Figure 1. PDN straps and rails (run 1).
Pins as bars on the die edge. Tap cells in gray.
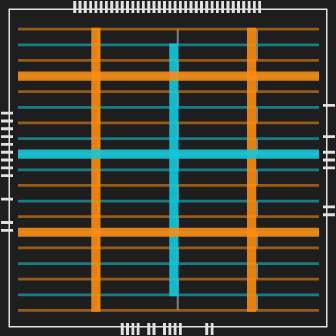
Figure 2. Placement by cell class (run 1).
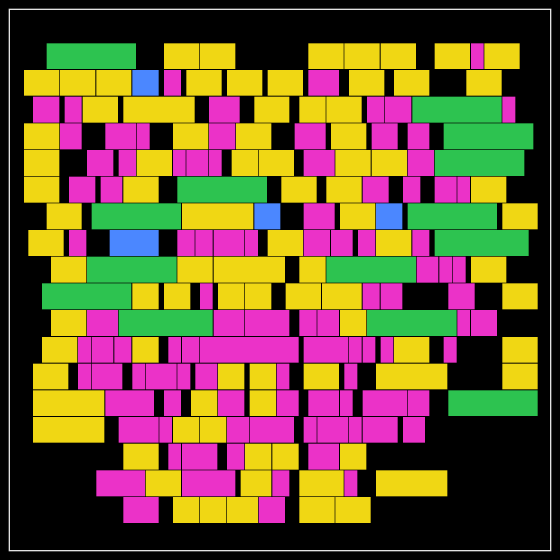
Figure 3. Clock network drawn from the DEF (run 1).
The bar under the picture is 20 µm long.
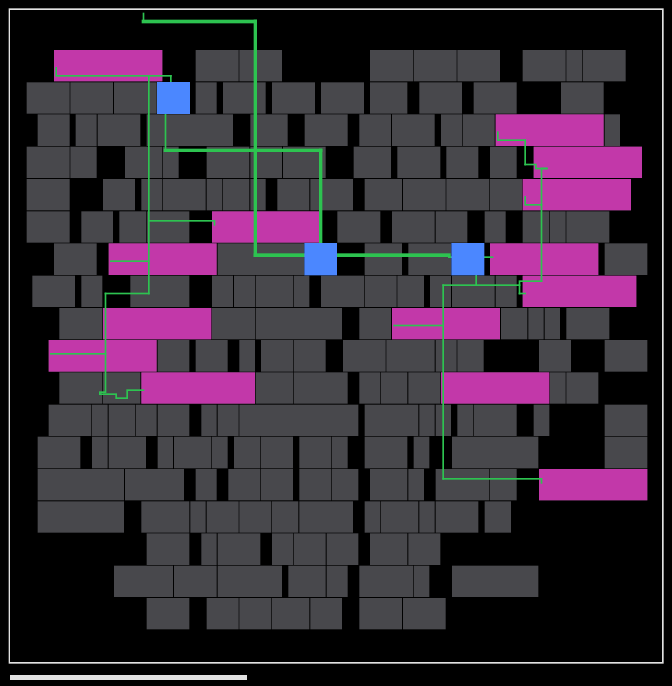
--- src/rtl/stream_mux_rr.sv ---
// stream_mux_rr: registered N-to-1 valid/ready stream multiplexer with round-robin arbitration.
// Define MUX_PKT_LOCK_EN to hold the grant on one channel until its packet's inLast beat.
module stream_mux_rr #(
    parameter int WIDTH    = 8,
    parameter int CHANNELS = 4,
    parameter int CH_W     = $clog2(CHANNELS)
) (
    input  logic                      clk,
    input  logic                      reset,
    input  logic [CHANNELS-1:0]       selMask,
    input  logic [CHANNELS-1:0]       inValid,
    input  logic [CHANNELS-1:0]       inLast,
    input  logic [CHANNELS*WIDTH-1:0] dataInBus,
    output logic [CHANNELS-1:0]       inReady,
    output logic [WIDTH-1:0]          dataOut,
    output logic                      outValid,
    output logic                      outLast,
    output logic [CH_W-1:0]           outChannel,
    input  logic                      outReady,
    output logic [CHANNELS-1:0]       grantOneHot
);

    logic [WIDTH-1:0]    ch_data [CHANNELS];

    logic [WIDTH-1:0]    data_q, data_d;
    logic                valid_q, valid_d;
    logic                last_q, last_d;
    logic [CH_W-1:0]     chan_q, chan_d;
    logic [CH_W-1:0]     ptr_q, ptr_d;

    logic [CHANNELS-1:0] eligible;
    logic [CHANNELS-1:0] above_ptr;
    logic [CHANNELS-1:0] search_vec;
    logic [CHANNELS-1:0] grant;
    logic [CH_W-1:0]     grant_idx;
    logic                grant_any;
    logic                load;
    logic                xfer;

    generate
        for (genvar gi = 0; gi < CHANNELS; gi++) begin : g_unpack
            assign ch_data[gi] = dataInBus[gi*WIDTH +: WIDTH];
        end
    endgenerate

`ifdef MUX_PKT_LOCK_EN
    logic            lock_q, lock_d;
    logic [CH_W-1:0] lock_ch_q, lock_ch_d;

    // While a packet is open only its owner may continue, regardless of selMask.
    always_comb begin
        eligible = inValid & selMask;
        if (lock_q) begin
            eligible            = '0;
            eligible[lock_ch_q] = inValid[lock_ch_q];
        end
    end
`else
    assign eligible = inValid & selMask;
`endif

    // Round-robin: prefer the lowest eligible channel above ptr, otherwise wrap to the lowest overall.
    always_comb begin
        above_ptr = '0;
        for (int i = 0; i < CHANNELS; i++) begin
            above_ptr[i] = (i > int'(ptr_q));
        end
        search_vec = ((eligible & above_ptr) != '0) ? (eligible & above_ptr) : eligible;
    end

    always_comb begin
        grant     = '0;
        grant_idx = '0;
        grant_any = |search_vec;
        for (int i = CHANNELS - 1; i >= 0; i--) begin
            if (search_vec[i]) begin
                grant_idx = CH_W'(i);
            end
        end
        if (grant_any) begin
            grant[grant_idx] = 1'b1;
        end
    end

    assign load        = ~valid_q | outReady;
    assign xfer        = load & grant_any;
    assign inReady     = {CHANNELS{load}} & grant;
    assign grantOneHot = grant;

    always_comb begin
        data_d  = data_q;
        valid_d = valid_q;
        last_d  = last_q;
        chan_d  = chan_q;
        ptr_d   = ptr_q;
`ifdef MUX_PKT_LOCK_EN
        lock_d    = lock_q;
        lock_ch_d = lock_ch_q;
`endif
        if (xfer) begin
            data_d  = ch_data[grant_idx];
            last_d  = inLast[grant_idx];
            chan_d  = grant_idx;
            valid_d = 1'b1;
`ifdef MUX_PKT_LOCK_EN
            // ptr only advances when a packet closes; mid-packet beats keep the lock instead.
            if (inLast[grant_idx]) begin
                lock_d = 1'b0;
                ptr_d  = grant_idx;
            end else begin
                lock_d    = 1'b1;
                lock_ch_d = grant_idx;
            end
`else
            ptr_d = grant_idx;
`endif
        end else if (outReady) begin
            // Drained with nothing to refill: payload registers keep their stale contents.
            valid_d = 1'b0;
        end
    end

    always_ff @(posedge clk or posedge reset) begin
        if (reset) begin
            data_q  <= '0;
            valid_q <= 1'b0;
            last_q  <= 1'b0;
            chan_q  <= '0;
            ptr_q   <= CH_W'(CHANNELS - 1);
        end else begin
            data_q  <= data_d;
            valid_q <= valid_d;
            last_q  <= last_d;
            chan_q  <= chan_d;
            ptr_q   <= ptr_d;
        end
    end

`ifdef MUX_PKT_LOCK_EN
    always_ff @(posedge clk or posedge reset) begin
        if (reset) begin
            lock_q    <= 1'b0;
            lock_ch_q <= '0;
        end else begin
            lock_q    <= lock_d;
            lock_ch_q <= lock_ch_d;
        end
    end
`endif

    assign dataOut    = data_q;
    assign outValid   = valid_q;
    assign outLast    = last_q;
    assign outChannel = chan_q;

endmodule

--- config.mk ---
export PLATFORM = sky130hd
export DESIGN_NAME = stream_mux_rr
export DESIGN_NICKNAME = d
export VERILOG_FILES = /design/src/rtl/stream_mux_rr.sv
export SDC_FILE = /design/constraint.sdc
export NUM_CORES = 1
export LEC_CHECK = 0
export CORE_UTILIZATION = 36
export DETAILED_ROUTE_END_ITERATION = 12
export PLACE_DENSITY = 0.81
export SLEW_MARGIN = 0
export SYNTH_ARGS = -nofsm -noshare
export SYNTH_HDL_FRONTEND = slang
export SYNTH_SLANG_ARGS = --single-unit
--- constraint.sdc ---
create_clock -name clk -period 2.47 [get_ports clk]
set_input_delay 0.494 -clock clk [delete_from_list [all_inputs] [get_ports clk]]
set_output_delay 0.494 -clock clk [all_outputs]
set_load 0.05 [all_outputs]
==> results_slide.txt, run 1 <==
Run Summary

Synthesis
  – Syn. warnings: 0
  – Yosys top cell by area: dfrtp_1
  – Yosys xor share: 0
  – Max-area cell share: 0.297
  – Yosys stat area: about 0.0010 mm²
  – Mean area per synthesized cell: roughly 8.5 µm²
  – Async S/R FF share, synth: 1.00
  – Syn nets: roughly 170
  – Top-count cell post-synth: nor2_1
  – Mux frac, synth: 0
  – Synth Area in Compound Gates: 0.286
  – Dominant register cell: dfrtp_1
  – Logic family by area: simple AND/OR/NAND/NOR gates
  – Number of cells in Yosys stat: ~120
  – Netlist cell types: 30
  – Syn Inst Count: around 120
  – Ys flops: 14
  – Most instantiated cells after synthesis: nor2_1 (18), dfrtp_1 (12)

Drt
  – Initial DRC Count: 32
  – Routed Antenna Nets: 0
  – DRT Pass-1 Iters: 4
  – WL met2: between 2 and 2.5 mm
  – WL per Instance: approximately 17 µm
  – Vias: about 1400
  – WL met1: approximately 1.5 mm
  – Uppermost routed layer: met4
  – Vias per cell: 5.97
  – Routed Wire Length: between 4 and 5 mm
  – Met3 wire length: around 250 µm

Final timing
  – Final worst slack: 0.00298 ns
  – Crit path time final: 2.47 ns
  – Cycle use final: 0.999
  – RSZ-0062 raised after global routing: yes
  – Setup-failing EPs final: 0
  – Final Max Tran Viols: 0
  – TNS Setup: 0 ns
  – Final hold vios: 0
  – Least-Margin Pin Slew: slightly below 0.9 ns
  – Slew HR: 0.415
  – Fmax: between 400 and 500 MHz

Clocking
  – Max clock buf depth: 2
  – CTS buffer count: 3
  – Root buf cell: clkbuf_4
  – Hold_buf cts: 0
  – Clock sink count: 14
  – Post-CTS sizing: 6
  – Clock transition at the registers of the reported paths: 0.09 ns
  – Setup bufs post-CTS: 0
  – TritonCTS clock tree: yes

Setup path
  – Worst path buffer plus inverter count: 3
  – Crit path launch: ptr_q[0]$_DFFE_PP1P_
  – CP Depth: 7
  – Crit path max fanout: 8
  – RR Endpoint: dataOut[7]$_DFFE_PP0P_
  – Critical Path End Type: output pin
  – Reg2reg path depth: 8
  – CP Cell Sequence: buf_4 -> and3b_1 -> buf_4 -> nor2_1 -> nor2_1 -> nor4_2 -> buf_12
  – Setup Crit Path Kind: reg2out
  – Setup crit start kind: flop
  – CP delay by family, top: flip-flops
  – Worst r2r src: ptr_q[0]$_DFFE_PP1P_
  – CP Data Required Time: about 2.0 ns

Run status
  – Run status: finished, final reports clean

Cells and area
  – Fillers: 176
  – Comb_multi_in: between 90 and 100
  – Largest class: buffers
  – Inverter count: 3
  – Logic area: 654 µm²
  – Post-Layout Cell Count: 233
  – N_diodes: 0
  – FF+latch area: between 300 and 400 µm²
  – Synth-to-Final Area Change: 95.1%
  – Non-Clock Buffer Count: 86
  – Layout cell share with drive strength beyond 1: 0.236
  – Comb/total area: 0.331
  – Most common logic cells in the final layout: clkdlybuf4s50_1 (55), buf_4 (20), nor2_1 (16)
  – Non-clock buffer share: 0.447
  – Largest register FFs: 8
  – Clk tree area frac: 0.0184
  – Flop count: 14
  – Clock buffer cells: 4
  – Commonest Layout Cell: clkdlybuf4s50_1

Place
  – Placed Area: roughly 0.0019 mm²
  – Placed cell count: 224
  – Setup WS pre-CTS: -0.103 ns
  – Dpl hpwl: 3.06 mm
  – Port buffer count: 66
  – Routability cong.: 0.884

Power and ir drop
  – P per Cell Area: ~680 mW/mm²
  – Sw Pwr: 0.595 mW
  – Comb power: 0.829 mW
  – Comb power frac: 0.619
  – Switching share of power: 0.444
  – Power Sequential: approximately 0.34 mW
  – Tot Pwr: 1.34 mW
  – Top pwr grp: combinational cells
  – Leakage: around 0.8 nW
  – Pint: approximately 0.75 mW

Run
  – # Max-Cap Violations: 0
  – Tool warnings: 28

Global routing
  – Vias in the first global route: between 1000 and 1500
  – GR Util met1: 0.288
  – Top Usage Layer GRT: met2
  – Largest net degree at the start of global routing: 20
  – GRT Total Usage: 0.270
  – Gr ovfl total: 0
  – Met3 GRT Util: 0.0874
  – Initial antenna violation count: 0
  – M2 GR Usage: 0.478
  – First-pass GRT wire length: 5.72 mm

Hold path
  – Hold EP: outChannel[1]$_DFFE_PP0P_
  – Worst hold stages: 2

Floorplan
  – N_taps: 30
  – Die W: between 50 and 60 µm
  – Fp_density: 0.394
  – Top Ports: approximately 67
  – Chip area: around 0.0030 mm²
Notes on Figure 1 above:
VDD -> cyan
VSS -> orange
met5 straps = 3
met1 rails = 19
met4 straps = 3
core box area: 0.00257 mm²
worst vdd ir: 0.000706 V
die height: 55.0 µm

Notes on Figure 2 above:
all other logic -> magenta  # cells 99, share of their area 34%
clock drivers and dummy loads -> blue  # cells 4, share of their area 1.9%
flip-flops -> green  # cells 14, share of their area 18%
other buffers and delay cells -> yellow  # cells 86, share of their area 46%
post-layout util: 0.769
Core Rows: 18
cell area after layout: 0.00197 mm²
fraction of area in registers: 0.179

Notes on Figure 3 above:
cells driving clock nets -> blue  # count 3
flip-flops -> magenta  # count 14
clock wires -> green  # length 196 µm
routed clock nets = 4
Worst Clk Skew: 0.00188 ns
Clock net power: 0.172 mW
Late-Pin Clk Latency: 0.29 ns
Clk pwr share: 0.128

==> run 2: changes to the inputs <==
--- a/config.mk
+++ b/config.mk
@@ -6,6 +6,7 @@
 export NUM_CORES = 1
 export LEC_CHECK = 0
 export CORE_UTILIZATION = 36
+export CTS_CLUSTER_SIZE = 8
 export DETAILED_ROUTE_END_ITERATION = 12
 export PLACE_DENSITY = 0.81
 export SLEW_MARGIN = 0
Figure 4. Clock network drawn from the DEF (run 2).
The bar under the picture is 20 µm long.
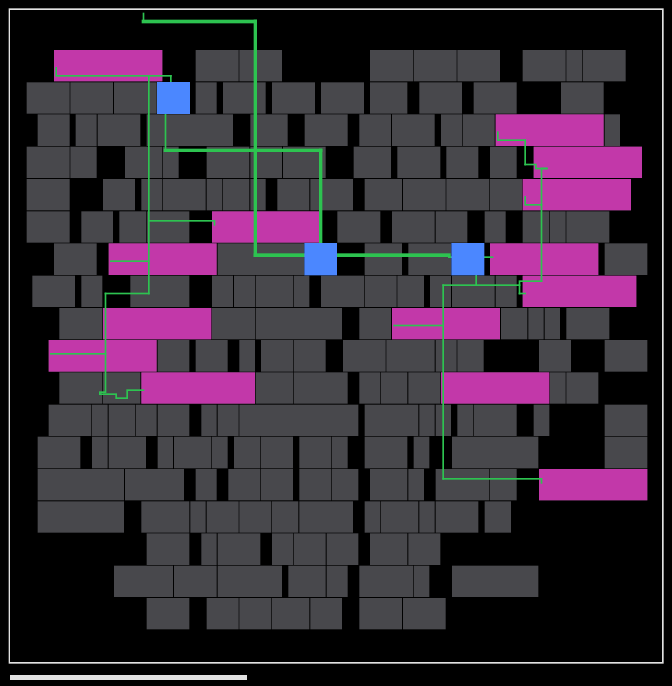
cells driving clock nets -> blue  # count 3
clock wires -> green  # length 196 µm
flip-flops -> magenta  # count 14
routed clock nets = 4

Figure 5. Track usage over the die (run 2).
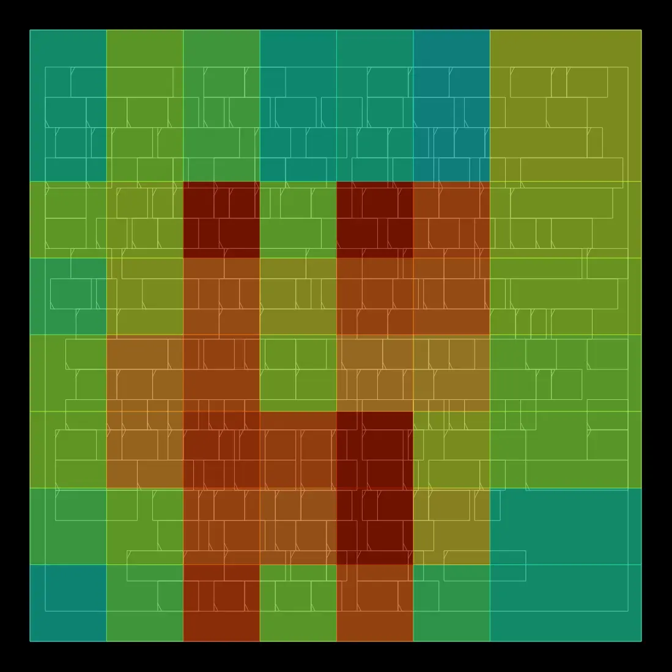
Top Usage Layer GRT: met2
met3 GRT Util: 0.0874
GRT Total Usage: 0.270
WL per Instance: 17.5 µm

==> results_slide.txt, run 2 <==
Run Summary

Power and ir drop
  – Clock net power: between 0.15 and 0.2 mW
  – P per Cell Area: 679 mW/mm²
  – Sw Pwr: 0.595 mW
  – Switching share of power: 0.444
  – Leakage: between 0.7 and 0.8 nW
  – Tot Pwr: approximately 1.3 mW

Drt
  – Uppermost routed layer: met4
  – Initial DRC Count: 32
  – WL met2: 2.16 mm
  – Routed Wire Length: around 4 mm
  – Vias: roughly 1400
  – DRT Pass-1 Iters: 4
  – Met3 wire length: roughly 250 µm

Cells and area
  – Layout cell share with drive strength beyond 1: 0.236
  – Most common logic cells in the final layout: clkdlybuf4s50_1 (55), buf_4 (20), nor2_1 (16)
  – Non-clock buffer share: 0.447
  – Post-layout util: 0.769
  – Largest register FFs: 8
  – N_diodes: 0
  – Synth-to-Final Area Change: 95.1%
  – Clk tree area frac: 0.0184
  – Flop count: 14
  – Comb_multi_in: around 96
  – Commonest Layout Cell: clkdlybuf4s50_1
  – Cell area after layout: around 0.0020 mm²
  – Fraction of area in registers: 0.179
  – Clock buffer cells: 4

Clocking
  – Setup bufs post-CTS: 0
  – Max clock buf depth: 2
  – Late-Pin Clk Latency: between 0.2 and 0.3 ns

Final timing
  – Worst Clk Skew: roughly 0.0019 ns
  – RSZ-0062 raised after global routing: yes
  – Setup-failing EPs final: 0
  – Cycle use final: 0.999
  – Final Max Tran Viols: 0
  – Slew HR: 0.415
  – TNS Setup: 0 ns
  – Final worst slack: 0.00298 ns
  – Least-Margin Pin Slew: between 0.8 and 0.9 ns

Floorplan
  – Fp_density: 0.394
  – N_taps: 30
  – Chip area: approximately 0.0030 mm²
  – Die height: roughly 55 µm
  – Die W: 55.0 µm

Synthesis
  – Logic family by area: simple AND/OR/NAND/NOR gates
  – Mean area per synthesized cell: between 8 and 9 µm²
  – Ys flops: 14
  – Synth Area in Compound Gates: 0.286
  – Max-area cell share: 0.297
  – Netlist cell types: 30
  – Async S/R FF share, synth: 1.00
  – Syn nets: between 150 and 200
  – Dominant register cell: dfrtp_1
  – Yosys top cell by area: dfrtp_1
  – Top-count cell post-synth: nor2_1
  – Syn. warnings: 0

Setup path
  – Setup crit start kind: flop
  – Setup Crit Path Kind: reg2out
  – RR Endpoint: dataOut[7]$_DFFE_PP0P_
  – CP delay by family, top: flip-flops
  – Reg2reg path depth: 8
  – Worst path buffer plus inverter count: 3

Global routing
  – GR Util met1: 0.288
  – Largest net degree at the start of global routing: 20

Run status
  – Run status: finished, final reports clean

Place
  – Port buffer count: 66
  – Routability cong.: a little under 0.9
  – Placed Area: approximately 0.0019 mm²

Run
  – # Max-Cap Violations: 0

Hold path
  – Worst hold stages: 2
Power is estimated from default activity; no workload was simulated.
